==> src/rtl/fir_seq_ctrl_if.sv <==
// Handshake and datapath-control bundle between the FIR sequencer, input FIFO,
// sample register file, coefficient memory and MAC.
interface fir_seq_ctrl_if #(
    parameter int unsigned WIDTH  = 16,
    parameter int unsigned ADDR_W = 5
);
    logic                     en;
    logic                     fifo_empty;
    logic                     fifo_ren;
    logic signed [WIDTH-1:0]  fifo_dout;
    logic                     rf_wen;
    logic [ADDR_W-1:0]        rf_waddr;
    logic signed [WIDTH-1:0]  rf_wdata;
    logic [ADDR_W-1:0]        rf_raddr;
    logic [ADDR_W-1:0]        cm_raddr;
    logic                     mac_clr;
    logic                     mac_en;
    logic                     mac_last;
    logic                     y_load;
    logic                     busy;

    modport master (
        input  en, fifo_empty, fifo_dout,
        output fifo_ren, rf_wen, rf_waddr, rf_wdata, rf_raddr, cm_raddr,
               mac_clr, mac_en, mac_last, y_load, busy
    );

    modport slave (
        output en, fifo_empty, fifo_dout,
        input  fifo_ren, rf_wen, rf_waddr, rf_wdata, rf_raddr, cm_raddr,
               mac_clr, mac_en, mac_last, y_load, busy
    );
endinterface

==> src/rtl/fir_seq_ctrl.sv <==
// FIR sequencer: zero-fills the delay line, pops FIFO samples into it and issues NTAPS MAC steps.
// Optional FIR_SEQ_SAMPLE_CNT_EN adds sample_cnt and ovr_flag status outputs.
module fir_seq_ctrl #(
    parameter int unsigned WIDTH  = 16,
    parameter int unsigned NTAPS  = 32,
    parameter int unsigned ADDR_W = 5,
    parameter int unsigned RD_LAT = 1
) (
    input  logic                 clk2,
    input  logic                 rstn2,
    fir_seq_ctrl_if.master       bus
`ifdef FIR_SEQ_SAMPLE_CNT_EN
    ,
    output logic [15:0]          sample_cnt,
    output logic [0:0]           ovr_flag
`endif
);

    typedef enum logic [2:0] {StInit, StIdle, StCapt, StMac, StDrain, StDone} state_e;

    localparam logic [ADDR_W-1:0] KLast     = ADDR_W'(NTAPS - 1);
    localparam logic [1:0]        DrainLast = 2'(RD_LAT - 1);

    state_e                    state_q, state_d;
    logic [ADDR_W-1:0]         init_cnt_q, init_cnt_d;
    logic [ADDR_W-1:0]         wptr_q, wptr_d;
    logic [ADDR_W-1:0]         k_q, k_d;
    logic [1:0]                drain_q, drain_d;
    // Per stage: {valid, first, last}
    logic [RD_LAT-1:0][2:0]    pipe_q, pipe_d;
    logic [2:0]                issue;

    logic                      fifo_ren;
    logic                      rf_wen;
    logic [ADDR_W-1:0]         rf_waddr;
    logic signed [WIDTH-1:0]   rf_wdata;
    logic [ADDR_W-1:0]         rf_raddr;
    logic [ADDR_W-1:0]         cm_raddr;
    logic                      y_load;
    logic                      busy;

    always_comb begin
        state_d    = state_q;
        init_cnt_d = init_cnt_q;
        wptr_d     = wptr_q;
        k_d        = k_q;
        drain_d    = drain_q;
        issue      = 3'b000;
        fifo_ren   = 1'b0;
        rf_wen     = 1'b0;
        rf_waddr   = '0;
        rf_wdata   = '0;
        rf_raddr   = '0;
        cm_raddr   = '0;
        y_load     = 1'b0;
        busy       = 1'b1;

        unique case (state_q)
            StInit: begin
                rf_wen     = 1'b1;
                rf_waddr   = init_cnt_q;
                init_cnt_d = init_cnt_q + 1'b1;
                if (init_cnt_q == '1) begin
                    state_d = StIdle;
                end
            end
            StIdle: begin
                busy = 1'b0;
                if (bus.en && !bus.fifo_empty) begin
                    fifo_ren = 1'b1;
                    state_d  = StCapt;
                end
            end
            StCapt: begin
                rf_wen   = 1'b1;
                rf_waddr = wptr_q;
                rf_wdata = bus.fifo_dout;
                k_d      = '0;
                state_d  = StMac;
            end
            StMac: begin
                // Newest sample first, walking back through the circular delay line.
                rf_raddr = wptr_q - k_q;
                cm_raddr = k_q;
                issue    = {1'b1, k_q == '0, k_q == KLast};
                k_d      = k_q + 1'b1;
                if (k_q == KLast) begin
                    drain_d = '0;
                    state_d = StDrain;
                end
            end
            StDrain: begin
                drain_d = drain_q + 1'b1;
                if (drain_q == DrainLast) begin
                    state_d = StDone;
                end
            end
            StDone: begin
                y_load  = 1'b1;
                wptr_d  = wptr_q + 1'b1;
                state_d = StIdle;
            end
            default: state_d = StInit;
        endcase
    end

    // Delays the issued MAC control to line up with the memory read data.
    always_comb begin
        pipe_d    = '0;
        pipe_d[0] = issue;
        for (int unsigned i = 1; i < RD_LAT; i++) begin
            pipe_d[i] = pipe_q[i-1];
        end
    end

    always_ff @(posedge clk2 or negedge rstn2) begin
        if (!rstn2) begin
            state_q    <= StInit;
            init_cnt_q <= '0;
            wptr_q     <= '0;
            k_q        <= '0;
            drain_q    <= '0;
            pipe_q     <= '0;
        end else begin
            state_q    <= state_d;
            init_cnt_q <= init_cnt_d;
            wptr_q     <= wptr_d;
            k_q        <= k_d;
            drain_q    <= drain_d;
            pipe_q     <= pipe_d;
        end
    end

    assign bus.fifo_ren = fifo_ren;
    assign bus.rf_wen   = rf_wen;
    assign bus.rf_waddr = rf_waddr;
    assign bus.rf_wdata = rf_wdata;
    assign bus.rf_raddr = rf_raddr;
    assign bus.cm_raddr = cm_raddr;
    assign bus.mac_en   = pipe_q[RD_LAT-1][2];
    assign bus.mac_clr  = pipe_q[RD_LAT-1][1];
    assign bus.mac_last = pipe_q[RD_LAT-1][0];
    assign bus.y_load   = y_load;
    assign bus.busy     = busy;

`ifdef FIR_SEQ_SAMPLE_CNT_EN
    logic [15:0] sample_cnt_q, sample_cnt_d;
    logic        ovr_q, ovr_d;

    always_comb begin
        sample_cnt_d = sample_cnt_q;
        ovr_d        = ovr_q;
        if (state_q == StDone) begin
            sample_cnt_d = sample_cnt_q + 16'd1;
            // Backlog still waiting when a result completes.
            if (!bus.fifo_empty) begin
                ovr_d = 1'b1;
            end
        end
    end

    always_ff @(posedge clk2 or negedge rstn2) begin
        if (!rstn2) begin
            sample_cnt_q <= '0;
            ovr_q        <= 1'b0;
        end else begin
            sample_cnt_q <= sample_cnt_d;
            ovr_q        <= ovr_d;
        end
    end

    assign sample_cnt = sample_cnt_q;
    assign ovr_flag   = ovr_q;
`endif

endmodule

==> src/flat_wrapper.sv <==
// flat-port wrapper written by rule: the top's interface ports become plain ports
module fir_seq_ctrl_flat 
#(
    parameter int unsigned WIDTH  = 16,
    parameter int unsigned NTAPS  = 32,
    parameter int unsigned ADDR_W = 5,
    parameter int unsigned RD_LAT = 1
)
  (clk2, rstn2, bus_en, bus_fifo_empty, bus_fifo_dout, bus_fifo_ren, bus_rf_wen, bus_rf_waddr, bus_rf_wdata, bus_rf_raddr, bus_cm_raddr, bus_mac_clr, bus_mac_en, bus_mac_last, bus_y_load, bus_busy);
  fir_seq_ctrl_if #(.WIDTH(WIDTH), .ADDR_W(ADDR_W)) bus_i ();
  input  logic clk2;
  input  logic rstn2;
  input wire logic [$bits(bus_i.en)-1:0] bus_en;
  input wire logic [$bits(bus_i.fifo_empty)-1:0] bus_fifo_empty;
  input wire logic [$bits(bus_i.fifo_dout)-1:0] bus_fifo_dout;
  output wire logic [$bits(bus_i.fifo_ren)-1:0] bus_fifo_ren;
  output wire logic [$bits(bus_i.rf_wen)-1:0] bus_rf_wen;
  output wire logic [$bits(bus_i.rf_waddr)-1:0] bus_rf_waddr;
  output wire logic [$bits(bus_i.rf_wdata)-1:0] bus_rf_wdata;
  output wire logic [$bits(bus_i.rf_raddr)-1:0] bus_rf_raddr;
  output wire logic [$bits(bus_i.cm_raddr)-1:0] bus_cm_raddr;
  output wire logic [$bits(bus_i.mac_clr)-1:0] bus_mac_clr;
  output wire logic [$bits(bus_i.mac_en)-1:0] bus_mac_en;
  output wire logic [$bits(bus_i.mac_last)-1:0] bus_mac_last;
  output wire logic [$bits(bus_i.y_load)-1:0] bus_y_load;
  output wire logic [$bits(bus_i.busy)-1:0] bus_busy;
  assign bus_i.en = bus_en;
  assign bus_i.fifo_empty = bus_fifo_empty;
  assign bus_i.fifo_dout = bus_fifo_dout;
  assign bus_fifo_ren = bus_i.fifo_ren;
  assign bus_rf_wen = bus_i.rf_wen;
  assign bus_rf_waddr = bus_i.rf_waddr;
  assign bus_rf_wdata = bus_i.rf_wdata;
  assign bus_rf_raddr = bus_i.rf_raddr;
  assign bus_cm_raddr = bus_i.cm_raddr;
  assign bus_mac_clr = bus_i.mac_clr;
  assign bus_mac_en = bus_i.mac_en;
  assign bus_mac_last = bus_i.mac_last;
  assign bus_y_load = bus_i.y_load;
  assign bus_busy = bus_i.busy;
  fir_seq_ctrl #(.WIDTH(WIDTH), .NTAPS(NTAPS), .ADDR_W(ADDR_W), .RD_LAT(RD_LAT)) u_core (.clk2(clk2), .rstn2(rstn2), .bus(bus_i));
endmodule
==> config.mk <==
export PLATFORM = sky130hd
export DESIGN_NAME = fir_seq_ctrl_flat
export DESIGN_NICKNAME = d
export VERILOG_FILES = /design/src/rtl/fir_seq_ctrl_if.sv /design/src/rtl/fir_seq_ctrl.sv /design/src/flat_wrapper.sv
export SDC_FILE = /design/constraint.sdc
export NUM_CORES = 1
export LEC_CHECK = 0
export CAP_MARGIN = 10
export CORE_MARGIN = 5
export CORE_UTILIZATION = 30
export CTS_CLUSTER_DIAMETER = 100
export DETAILED_ROUTE_END_ITERATION = 8
export PLACE_DENSITY = 0.63
export SLEW_MARGIN = 0
export SYNTH_ARGS = -nofsm -noshare
export SYNTH_HDL_FRONTEND = slang
export SYNTH_SLANG_ARGS = --single-unit
==> constraint.sdc <==
create_clock -name clk2 -period 1.64 [get_ports clk2]
set_clock_uncertainty 0.05 [all_clocks]
set_input_delay 0.164 -clock clk2 [delete_from_list [all_inputs] [get_ports clk2]]
set_output_delay 0.164 -clock clk2 [all_outputs]
set_load 0.02 [all_outputs]
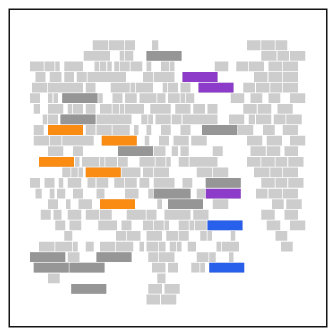
Fig. 1. Where the registers sit.
legend:
  u_core.wptr_q:
    colour: orange
    flops: 5
  u_core.drain_q:
    colour: blue
    flops: 2
  u_core.pipe_q:
    colour: purple
    flops: 3
not coloured: 13
Layout Utilization: 59.0%
Seq group: 0.000844 W
Seq area share: 20.3%

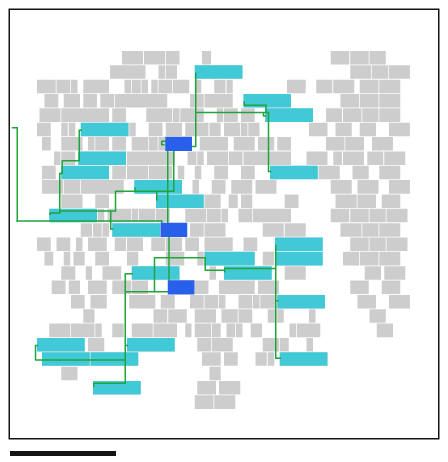
Fig. 2. Routed clock nets over the placement.
Scale bar: 20 um.
legend:
  flip-flops:
    colour: cyan
    count: 23
  clock-net drivers:
    colour: blue
    count: 3
  clock wires:
    colour: green
    length: 313 um
routed clock nets: 4
Clk. pwr: 0.000358 W
Late-Pin Clk Latency: 260 ps
Clock Power Share: 7.4%

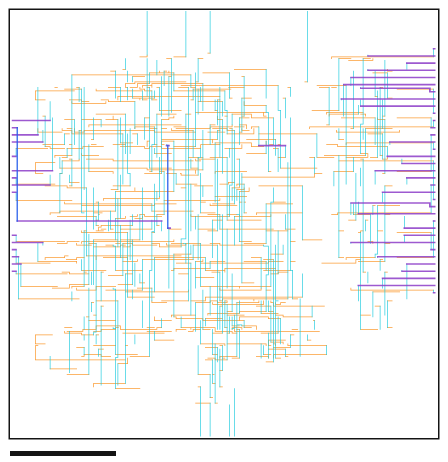
Fig. 3. Metal layers overlaid.
Scale bar: 20 um.
legend:
  M4:
    colour: blue
    wire_length: 33.3 um
  M2:
    colour: cyan
    wire_length: 2050 um
  M1:
    colour: orange
    wire_length: 1990 um
  M3:
    colour: purple
    wire_length: 349 um
gr usage total: 13.5%
total routed wirelength: 4.42 mm

==> deck_impl_summary.md <==
Flow Results at a Glance

Run status
  – Outcome: complete, but fails checks
  – Violated checks: setup timing

Timing
  – Setup_tns: -3670 ps
  – Setup WS post-layout: -502 ps
  – Fin. max-slew vios: 0
  – Endpoints failing setup: 24

Yosys
  – Synth Flop Type: dfrtp_1
  – Ys Warns: 0
  – Cell Type Count: 36
  – Post-synth top area cell: dfrtp_1
  – Cells after Synth: roughly 160

Placed design
  – Final RePlAce weighted congestion: 0.770
  – Placed cells: between 300 and 400

GRT
  – Vias in the first global route: 1549
  – Largest net degree at the start of global routing: 24
  – GR Overflow Total: 0

Critical path
  – Setup crit end kind: output port
  – R2r startpoint: u_core.k_q[0]$_DFFE_PN0P_
  – R2R Setup Slk: -40 ps
  – Max FO, Critical Path: 2

CTS
  – Worst-case clock buffer depth: 2
  – CTS tree: yes
  – CTS Root Cell: clkbuf_8
  – H-tree lvl count: 1

Floorplan
  – Die Wd: 81.1 um
  – Die span in y: 81.1 um

Route
  – Number of detailed-route iterations in the first pass: 4
  – DRC viols: 0

Worst hold path
  – Hold crit path type: in -> async

Flow run
  – Log Warnings: 30

Power
  – Pwr Density: 1700 nW/um^2
==> metrics by stage <==
stage               total power, W  worst slack [ps]
floorplan                  0.00234              -199
global placement           0.00378              -730
detailed placement         0.00379              -803
CTS                        0.00449              -537
global route               0.00517              -602
finish                     0.00483              -502
==> Yosys cell counts (2+ instances only) <==
| library cell | instances |
|---|---|
| a22o_1 | 3 |
| ha_1 | 11 |
| nor2_1 | 23 |
| a21oi_1 | 4 |
| and2_1 | 17 |
| buf_2 | 4 |
| dfrtp_1 | 23 |
| a221oi_1 | 2 |
| nand4_1 | 4 |
| nor2b_1 | 2 |
| nand2b_1 | 4 |
| inv_1 | 11 |
| xor2_1 | 2 |
| or2_2 | 2 |
| mux2i_1 | 6 |
| mux2_2 | 2 |
| o21ai_0 | 6 |
| xnor2_1 | 7 |
| clkbuf_1 | 3 |
| nand2_1 | 10 |
| and3_1 | 2 |
==> cells in the final DEF (no fill, tap or decap), types with 5 or more instances in the layout <==
master           netlist  final
and2_4                 0     16
buf_4                  0     46
buf_6                  0     39
clkdlybuf4s50_1        0     22
dfrtp_1               23     22
ha_1                  11      7
inv_1                 11      9
nand2_1               10     10
nor2_1                23     17
o21ai_0                6      5
xnor2_1                7      7
==> power breakdown <==
part           total [W]  internal (W)  switching, W
Clock           0.000358      0.000173      0.000184
Sequential      0.000844      0.000718      0.000126
Combinational    0.00363       0.00195       0.00168
Total            0.00483       0.00284       0.00199
==> worst min-delay path by stage <==
stage | depth (start not counted) | end | startpoint | slack (ps)
2_1_floorplan | 0 | u_core.drain_q[0]$_DFFE_PN0P_ | rstn2 | -180
3_3_place_gp | 1 | u_core.init_cnt_q[3]$_DFFE_PN0N_ | u_core.init_cnt_q[3]$_DFFE_PN0N_ | 440
3_5_place_dp | 1 | u_core.drain_q[0]$_DFFE_PN0P_ | u_core.drain_q[0]$_DFFE_PN0P_ | 460
4_1_cts | 2 | u_core.k_q[1]$_DFFE_PN0P_ | rstn2 | 210
5_1_grt | 2 | u_core.k_q[1]$_DFFE_PN0P_ | rstn2 | 220
6_report | 2 | u_core.k_q[1]$_DFFE_PN0P_ | rstn2 | 200
==> flip-flops by register name (all words and copies together), names as in the netlist <==
name	cells
u_core.wptr_q	5
u_core.drain_q	2
u_core.pipe_q	3
u_core.k_q	5
u_core.init_cnt_q	5
u_core.state_q	3
==> logic make-up after synthesis <==
kind of cell | count (synthesis) | share of synthesized area [%]
mux | 9 | 6.18
simple gates | 72 | 26.9
flops | 23 | 37.9
buf+inv | 19 | 5.03
compound gates | 19 | 8.41
xor+xnor | 9 | 5.19
fa+ha+maj | 12 | 10.4
==> critical path: stages, from the launching register on <==
cell and delay, ps:
dfrtp_1 420, ha_4 180, fa_2 340, nand2b_4 160, a2111oi_4 270, o21bai_4 170, buf_6 120
==> cell type report <==
type,instances,area share [%]
Tap cell,67,2.95
Inverter,12,1.67
Multi-Input combinational cell,121,36.9
Timing Repair Buffer,112,36.6
Clock buffer,4,1.59
Sequential cell,23,20.3
==> timing repair <==
item                                    CTS  global route
cloned                                    1             0
hold buffers                              0             0
gates resized                           225            35
setup buffers                            11             6
endpoints found under the setup margin   39            42
pin swaps                                16            13
Power figures rest on the tool's default switching activity, not on a simulated workload.
